### Signal metal coverage by tile, run 1

The die is cut into 17 by 18 equal tiles; black is low, pale yellow is high, scaled to the fullest tile. Values are wire area over tile area, all layers added.
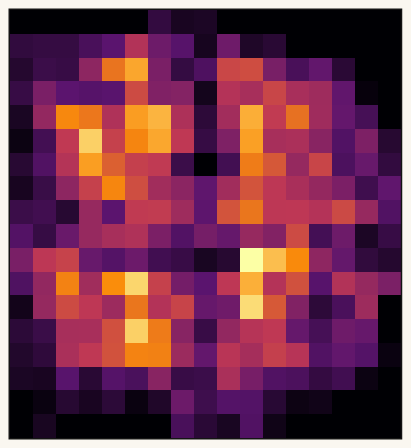
### Wires at chosen ports, followed through buffers, run 1

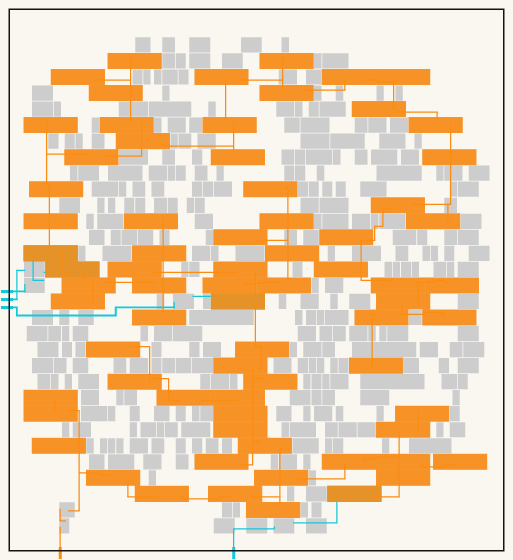
### Placed standard cells, run 1

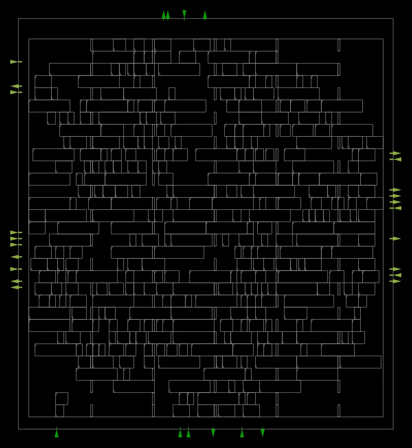
--- config.mk ---
export PLATFORM = sky130hd
export DESIGN_NAME = intr_req_ack_rx_mc
export DESIGN_NICKNAME = d
export VERILOG_FILES = /design/src/rtl/intr_req_ack_rx_mc.sv
export SDC_FILE = /design/constraint.sdc
export NUM_CORES = 1
export LEC_CHECK = 0
export CORE_ASPECT_RATIO = 1.1
export CORE_MARGIN = 2
export CORE_UTILIZATION = 50
export DETAILED_ROUTE_END_ITERATION = 12
export HOLD_SLACK_MARGIN = 0.03
export PLACE_DENSITY = 0.71
export SYNTH_ARGS = -nofsm -noshare
export SYNTH_HDL_FRONTEND = slang
export SYNTH_SLANG_ARGS = --single-unit
--- constraint.sdc ---
create_clock -name clk -period 3.5 [get_ports clk]
set_input_delay 0.35 -clock clk [delete_from_list [all_inputs] [get_ports clk]]
set_output_delay 0.35 -clock clk [all_outputs]
set_load 0.05 [all_outputs]
--- src/rtl/intr_req_ack_rx_mc.sv ---
// Receive-side request/acknowledge engine: synchronizes NUM_CH request lines and runs an
// independent 4-phase or 2-phase handshake per channel, with timeout/overrun error flags.
module intr_req_ack_rx_mc #(
    parameter int   NUM_CH      = 4,
    parameter int   NUM_FLOPS   = 2,
    parameter logic RST_VAL     = 1'b0,
    parameter int   PROTOCOL    = 0,
    parameter int   TIMEOUT_CYC = 1024
) (
    input  logic              clk,
    input  logic              rst_n,
    input  logic [NUM_CH-1:0] req_async,
    output logic [NUM_CH-1:0] ack_out,
    output logic [NUM_CH-1:0] evt_valid,
    input  logic [NUM_CH-1:0] evt_ready,
    output logic [NUM_CH-1:0] busy,
    output logic [NUM_CH-1:0] err,
    input  logic [NUM_CH-1:0] err_clr
);

    localparam logic [1:0] ST_IDLE = 2'd0;
    localparam logic [1:0] ST_PEND = 2'd1;
    localparam logic [1:0] ST_ACK  = 2'd2;
    localparam bit         USE_TMO = (PROTOCOL == 0) && (TIMEOUT_CYC != 0);

    logic [NUM_CH-1:0] sync_q [NUM_FLOPS];
    logic [NUM_CH-1:0] req_s;
    logic [NUM_CH-1:0] req_d;
    logic [NUM_CH-1:0] edge_hit;

    always_ff @(posedge clk or negedge rst_n) begin
        if (!rst_n) begin
            for (int k = 0; k < NUM_FLOPS; k++) sync_q[k] <= {NUM_CH{RST_VAL}};
            req_d <= {NUM_CH{RST_VAL}};
        end else begin
            sync_q[0] <= req_async;
            for (int k = 1; k < NUM_FLOPS; k++) sync_q[k] <= sync_q[k-1];
            req_d <= req_s;
        end
    end

    assign req_s    = sync_q[NUM_FLOPS-1];
    // Level protocol reacts to rising edges only; toggle protocol to any change.
    assign edge_hit = (PROTOCOL == 1) ? (req_s ^ req_d) : (req_s & ~req_d);

    for (genvar i = 0; i < NUM_CH; i++) begin : g_ch
        logic [1:0] state;
        logic       ack_q;
        logic       err_q;
        logic       tmo_hit;
        logic       ovr_hit;
        logic       err_set;

        if (USE_TMO) begin : g_tmo
            localparam int              CNT_W    = $clog2(TIMEOUT_CYC + 1);
            localparam logic [CNT_W-1:0] CNT_MAX  = CNT_W'(TIMEOUT_CYC);
            localparam logic [CNT_W-1:0] CNT_LAST = CNT_W'(TIMEOUT_CYC - 1);
            logic [CNT_W-1:0] cnt;

            always_ff @(posedge clk or negedge rst_n) begin
                if (!rst_n) begin
                    cnt <= '0;
                end else if (state == ST_PEND && evt_ready[i]) begin
                    cnt <= '0;
                end else if (state == ST_ACK && req_s[i] && cnt != CNT_MAX) begin
                    cnt <= cnt + 1'b1;
                end
            end

            // Fires once, on the edge the saturating count reaches its limit.
            assign tmo_hit = (state == ST_ACK) && req_s[i] && (cnt == CNT_LAST);
        end else begin : g_no_tmo
            assign tmo_hit = 1'b0;
        end

        assign ovr_hit = (PROTOCOL == 1) && (state == ST_PEND) && edge_hit[i];
        assign err_set = tmo_hit | ovr_hit;

        always_ff @(posedge clk or negedge rst_n) begin
            if (!rst_n) begin
                state <= ST_IDLE;
                ack_q <= 1'b0;
            end else begin
                case (state)
                    ST_IDLE: if (edge_hit[i]) state <= ST_PEND;
                    ST_PEND: begin
                        if (evt_ready[i]) begin
                            if (PROTOCOL == 1) begin
                                state <= ST_IDLE;
                                ack_q <= req_s[i];
                            end else begin
                                state <= ST_ACK;
                                ack_q <= 1'b1;
                            end
                        end
                    end
                    ST_ACK: begin
                        if (!req_s[i]) begin
                            state <= ST_IDLE;
                            ack_q <= 1'b0;
                        end
                    end
                    default: begin
                        state <= ST_IDLE;
                        ack_q <= 1'b0;
                    end
                endcase
            end
        end

        always_ff @(posedge clk or negedge rst_n) begin
            if (!rst_n) begin
                err_q <= 1'b0;
            end else if (err_set) begin
                err_q <= 1'b1;
            end else if (err_clr[i]) begin
                err_q <= 1'b0;
            end
        end

        assign ack_out[i]   = ack_q;
        assign evt_valid[i] = (state == ST_PEND);
        assign busy[i]      = (state != ST_IDLE);
        assign err[i]       = err_q;
    end

endmodule
==> results.toml, run 1 <==
# yosys + openroad results
[setup_path]
worstPathRequired_ns = 3.15
crit_fanout = 9
arrival_ns = 1.85
start_kind = "register"
critPathKind = "reg2out"
endpoint_kind = "output pin"
reg2reg_to = "g_ch[1].g_tmo.cnt[10]"

[sta]
fin_crit_ns = 2.204
slew_headroom_pct = 41.53
setup_viol = 0
worst_slew_pin_slew_ns = 0.8771
skew_ns = 0.01095
slew_violations = 0
rsz0062_at_grt = "false"
setup-tns-final_ns = 0
fin_ws_ns = 1.296
finalCritPeriodShare_pct = 62.96
max_freq_ghz = 0.4538

[logic_synthesis]
postSynthSeqShare_pct = 51.65
ys_seq_elements = 72
ys_area_sq_mm = 0.003488
synth.distinct_cells = 50
largest_area_cell = "dfrtp_1"
yosys_warnings = 0
ys_cells = 338
synth.most_common_cell = "dfrtp_1"
synth_top_area_share_pct = 51.65
synthTopCellsByCount = "72 x dfrtp_1, 32 x nor2_1, 31 x nand2_1"
syn-cell-area_sq_mm = 0.003488
topCellsByArea = "dfrtp_1 52%, xnor2_1 4.8%, nor2_1 3.4%, nand2_1 3.3%, ha_1 2.9%"

[floorplanning]
taps = 82
initCoreUtil_pct = 52.29
die_area_sq_mm = 0.007662
fp.dieH_um = 91.61
rows = 31
coreArea_sq_mm = 0.006671
die_x_um = 83.64

[run]
warning_count = 30
maxCapViolations = 0

[cells_and_area]
n_all_inverters = 24
comb_share_pct = 37.22
area_growth_pct = 16.03
n_clock_buffer = 11
register_area_sq_mm = 0.001802
clock_area_share_pct = 6.275
logic_gates = 229
bufAreaShareNonClock_pct = 7.233

[place]
gp_congestion = 0.8000
place_hpwl_um = 4083
place_area_sq_mm = 0.003794
dp_slack_ns = 1.506

[grt]
grt_max_degree = 73
overflow = 0

[status]
status = "complete, no violations"

[route]
route.antenna.remaining_nets = 0
drc_errors = 0
vias_per_cell = 5.499
drt-pass1-iter-count = 4

[cts]
root_buffer = "clkbuf_8"
clk_latency_ns = 0.35
postCtsHoldBufs = 0
cts_max_level = 3
clk_pin_slew_worst_paths_ns = 0.07
cts_resized = 0
cts_made_buffers = 9
clock-sinks = 72
cts_tree = "built"
clk_path_buf_depth = 2

[hold_path]
hp-class = "in2async"

[pwr]
total_power_mw = 2.407
p_leak_nw = 1.779
About 'Signal metal coverage by tile':
tiles over half the peak	21%
mean over tiles	0.12
emptiest ninth of the die	south-east
fullest tile	0.40
total routed wirelength: 5979 um
Total GRT Usage: 17.33%
Vias: 2,491
WL per Instance: 13.20 um

About 'Wires at chosen ports, followed through buffers':
color	port	direction	end cells	buffers	wire
orange	rst_n	input	72	2	454 um
cyan	req_async	input	4	4	76.8 um
# IOs: 30
PortBufs: 29

About 'Placed standard cells':
fin util: 60.67%
non-filler cells, final: 453
Flop Count: 72
fillers: 584

==> run 1: placed cells by master, fill, tap and decap left out, types with 6 or more instances in the layout <==
cell and instances:
a21oi_1 15, inv_1 24, clkbuf_8 11, nor4_1 8
nor2_1 32, ha_1 8, o21ai_0 13, nand4_1 6
dfrtp_1 72, nor3_1 10, clkdlybuf4s50_1 28, nand2_1 31
xnor2_1 19, o31ai_1 6, nand3_1 12
==> run 1: power by group <==
group | internal, mW | switching (mW) | total, mW
clock | 0.511 | 0.307 | 0.818
combinational | 0.212 | 0.323 | 0.535
sequential | 0.930 | 0.124 | 1.05
total | 1.65 | 0.754 | 2.41
==> run 1: flip-flops by register name, indices dropped and copies added (netlist names) <==
name	cells
sync_q	4
req_s	4
g_ch.ack_q	4
g_ch.state	8
g_ch.g_tmo.cnt	44
req_d	4
g_ch.err_q	4
==> run 1: logic make-up (layout without fill, tap and decap cells) <==
group	after synthesis	count (layout)	synth area share, %
AND-OR/OR-AND	48	48	9.003
XOR/XNOR	23	23	5.775
adder cells (fa/ha/maj)	8	8	2.870
buffers and inverters	37	70	5.165
flip-flops	72	72	51.65
multiplexers	4	4	1.148
AND/OR/NAND/NOR	146	146	24.39
==> run 1: stage by stage <==
stage          cells  hold slack, ns
6_report         453          0.1858
5_1_grt          453          0.2859
4_1_cts          453          0.2388
3_5_place_dp     437          0.3362
3_3_place_gp     437          0.3321
2_1_floorplan    338         0.05441
==> run 1: metal layers <==
metal | vias up | track usage, % | part of all wire [%]
met5 | - | 0 | 0
met4 | 0 | 6.317 | 1.7
met3 | 11 | 4.455 | 3.4
met2 | 36 | 26.87 | 47
met1 | 1222 | 23.61 | 48
li1 | 1222 | - | -
==> run 1: critical path, stage by stage, from the launching register on <==
cell	delay [ns]
dfrtp_1	0.45
nor2b_1	0.23
clkdlybuf4s50_1	0.83
==> run 2, diff against run 1 <==
==> constraint.sdc (replaced) <==
create_clock -name clk -period 2.15 [get_ports clk]
set_input_delay 0.215 -clock clk [delete_from_list [all_inputs] [get_ports clk]]
set_output_delay 0.215 -clock clk [all_outputs]
set_load 0.05 [all_outputs]
==> run 2 against run 1 <==
Effect of this change:
- cell area up 0.59%
- total power increased by 60%
- via count barely moved
- final cell count rose by 0.66%
- critical path depth unchanged
- sequential power up 64%
- register-to-register slack got worse by 1.3 ns
- worst setup slack got worse by 1.2 ns
- clock skew fell by 0.0011 ns
- global-route usage rose by 0.22 points
==> results.toml, run 2 <==
# yosys + openroad results
[status]
status = "complete, no violations"

[logic_synthesis]
synth.most_common_cell = "dfrtp_1"
ys_cells = 338
ys_seq_elements = 72
synthTopCellsByCount = "72 x dfrtp_1, 32 x nor2_1, 31 x nand2_1"
syn-cell-area_sq_mm = 0.003488
largest_area_cell = "dfrtp_1"
ys_area_sq_mm = 0.003488
yosys_warnings = 0
synth_top_area_share_pct = 51.65

[run]
warning_count = 30
maxCapViolations = 0

[sta]
max_freq_ghz = 0.4833
hold_ws_ns = 0.2976
setup_viol = 0
slew_violations = 0
setup-tns-final_ns = 0
worst_slew_pin_slew_ns = 0.5067
rsz0062_at_grt = "false"

[place]
dp_slack_ns = 0.4518
dp.cells = 439
gp_congestion = 0.8168
io_buffers = 29

[route]
vias_per_cell = 5.467
wl_um = 6106
drc_errors = 0
wire_per_inst_um = 13.39
met2_length_um = 2823
route.antenna.remaining_nets = 0
route.met3.wl_um = 222

[floorplanning]
die_area_sq_mm = 0.007662
pin_count = 30
fp.dieH_um = 91.61
initCoreUtil_pct = 52.29

[pwr]
p_leak_nw = 1.788
total_power_mw = 3.864

[grt]
track_usage_pct = 17.55
grt_max_degree = 73
overflow = 0

[hold_path]
hp-class = "in2reg"

[cells_and_area]
top_register = "g_ch.g_tmo.cnt"
area_growth_pct = 16.71
top_regs = "g_ch.g_tmo.cnt x44, g_ch.state x8"
largest_reg_flops = 44

[cts]
cts_max_level = 3
clk_path_buf_depth = 2
root_buffer = "clkbuf_8"
cts_made_buffers = 9
clk_pin_slew_worst_paths_ns = 0.08

[setup_path]
arrival_ns = 1.85
==> run 2: netlist changes by cell type in the layout (fill, tap and decap cells not counted), sizes merged <==
cell,delta
buf,+2
bufinv,-1
clkbuf,+1
clkinv,-1
clkinvlp,+1
dlygate4sd3,+1
==> run 2: logic make-up (layout without fill, tap and decap cells) <==
logic type,count (synthesis),count (layout),synth area share (%)
and+or+nand+nor,146,146,24.39
DFF,72,72,51.65
AOI/OAI and AO/OA,48,48,9.003
buffers and inverters,37,73,5.165
xor gates and xnor gates,23,23,5.775
adders and majority gates,8,8,2.870
muxes,4,4,1.148
==> run 2: metal layers <==
metal | vias up | GRT usage, %
met5 | - | 0
met4 | 0 | 7.258
met3 | 11 | 4.818
met2 | 35 | 27.67
met1 | 1209 | 22.87
li1 | 1238 | -
==> run 2: repair_timing <==
| item | 4_1_cts | 5_1_grt |
|---|---|---|
| hold buffers | 1 | 0 |
| resized | 0 | 0 |
| hold endpoints to repair | 72 | 0 |
==> run 2: where the power goes <==
| part | leakage, nW | switching, mW | internal [mW] |
|---|---|---|---|
| Sequential | 0.949 | 0.202 | 1.51 |
| Combinational | 0.724 | 0.528 | 0.353 |
| Clock | 0.115 | 0.518 | 0.749 |
==> run 2: critical path, stage by stage, from the launching register on <==
cell and delay (ns):
dfrtp_1 0.45, nor2b_1 0.23, clkdlybuf4s50_1 0.83
==> run 2: final cells by class <==
type | count | area (sq um)
clock buffers | 12 | 165.2
flip-flops and latches | 72 | 1802
repair buffers | 33 | 330.3
multi-input cells | 229 | 1506
inverters | 24 | 90.09
well taps | 82 | 102.6
fillers | 574 | 2600
clock inverters | 4 | 75.07
### Placed standard cells, run 2

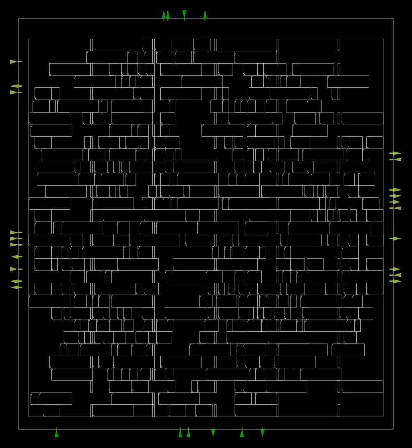
fin util: 61.03%
Tapcells: 82
Row Count: 31
Seq/total area: 44.25%
non-filler cells, final: 456

==> run 3, diff against run 2 <==
--- a/config.mk
+++ b/config.mk
@@ -5,6 +5,7 @@
 export SDC_FILE = /design/constraint.sdc
 export NUM_CORES = 1
 export LEC_CHECK = 0
+export CAP_MARGIN = 30
 export CORE_ASPECT_RATIO = 1.1
 export CORE_MARGIN = 2
 export CORE_UTILIZATION = 50
==> run 3 against run 2 <==
Effect of this change:
- sequential share of layout area is the same
- clock power barely moved
- final cell count unchanged
- largest cell class unchanged
- worst setup slack unchanged
==> results.toml, run 3 <==
# yosys + openroad results
[run]
warning_count = 30
maxCapViolations = 0

[pwr]
total_power_mw = 3.864

[logic_synthesis]
synthMuxAreaShare_pct = 1.148
ys_sh_simple_pct = 24.39
syn-cell-area_sq_mm = 0.003488
fa_ha_area_share_pct = 2.869
ys_area_sq_mm = 0.003488
logic_family = "simple AND/OR/NAND/NOR gates"
synthTopCellsByCount = "72 x dfrtp_1, 32 x nor2_1, 31 x nand2_1"
ys_seq_elements = 72
synth_top_area_share_pct = 51.65
yosys_warnings = 0
synth-xor-area-share_pct = 5.775

[sta]
worst_slew_pin_slew_ns = 0.5067
rsz0062_at_grt = "false"
slew_violations = 0
max_freq_ghz = 0.4833
setup_viol = 0
setup-tns-final_ns = 0

[cells_and_area]
top_regs = "g_ch.g_tmo.cnt x44, g_ch.state x8"
postLayoutCoreUtil_pct = 61.03
top_register = "g_ch.g_tmo.cnt"
largest_reg_flops = 44
fillers = 574

[route]
wire_per_inst_um = 13.39
vias_per_cell = 5.467
drc_errors = 0

[floorplanning]
pin_count = 30
rows = 31
fp.dieH_um = 91.61

[grt]
grt_max_degree = 73
track_usage_pct = 17.55
overflow = 0

[cts]
cts_made_buffers = 9
clk_path_buf_depth = 2
clk_pin_slew_worst_paths_ns = 0.08
cts_max_level = 3

[status]
status = "complete, no violations"

[place]
io_buffers = 29

[setup_path]
arrival_ns = 1.85

[hold_path]
hp-class = "in2reg"
[run 3: cells by family (layout without fill, tap and decap cells)]
logic type                 after synthesis  count (layout)
buffers and inverters                   37              73
muxes                                    4               4
adders and majority gates                8               8
and+or+nand+nor                        146             146
AOI/OAI and AO/OA                       48              48
DFF                                     72              72
xor gates and xnor gates                23              23
[run 3: per-layer routing]
| layer | vias up | share of wire, % | global-route usage, % |
|---|---|---|---|
| li1 | 1238 | - | - |
| met1 | 1209 | 48 | 22.87 |
| met2 | 35 | 46 | 27.67 |
| met3 | 11 | 3.6 | 4.818 |
| met4 | 0 | 2.0 | 7.258 |
| met5 | - | 0 | 0 |
[run 3: power breakdown]
| part | total, mW | internal, mW | switching, mW |
|---|---|---|---|
| combinational | 0.881 | 0.353 | 0.528 |
| sequential | 1.72 | 1.51 | 0.202 |
| clock | 1.27 | 0.749 | 0.518 |
[run 3: layout make-up]
type,count,area (sq um),area share (%)
sequential,72,1802,44.25
tap,82,102.6,2.520
clock inverter,4,75.07,1.844
inverter,24,90.09,2.213
clock buffer,12,165.2,4.057
timing repair buffer,33,330.3,8.113
multi-input combinational,229,1506,37.00
[run 3: worst max-delay path, cell delays in order, from the launching register on]
cell and delay (ns):
dfrtp_1 0.45, nor2b_1 0.23, clkdlybuf4s50_1 0.83
[run 3: metrics by stage]
| step | hold WS [ns] | instances | setup slack, ns |
|---|---|---|---|
| detailed placement | 0.2764 | 439 | 0.4518 |
| global route | 0.2952 | 456 | 0.0004308 |
| finish | 0.2976 | 456 | 0.08096 |
| CTS | 0.2866 | 456 | 0.05339 |
| floorplan | -0.08059 | 338 | 0.3643 |
| global placement | 0.2710 | 439 | 0.4771 |
[run 3: repair_timing]
item | 4_1_cts | 5_1_grt
hold endpoints to repair | 72 | 0
resized | 0 | 0
hold buffers | 1 | 0
### The metal 3 layer, run 3

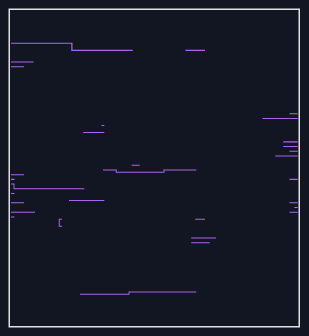
share of all routed wire	3.7%
wire length on this layer	223 um
longest straight run	20.2 um
nets with wire on the layer	24
main direction	horizontal
Vias: 2,493
met3 GRT Util: 4.818%
total routed wirelength: 6106 um

Power and IR drop assume default switching activity.
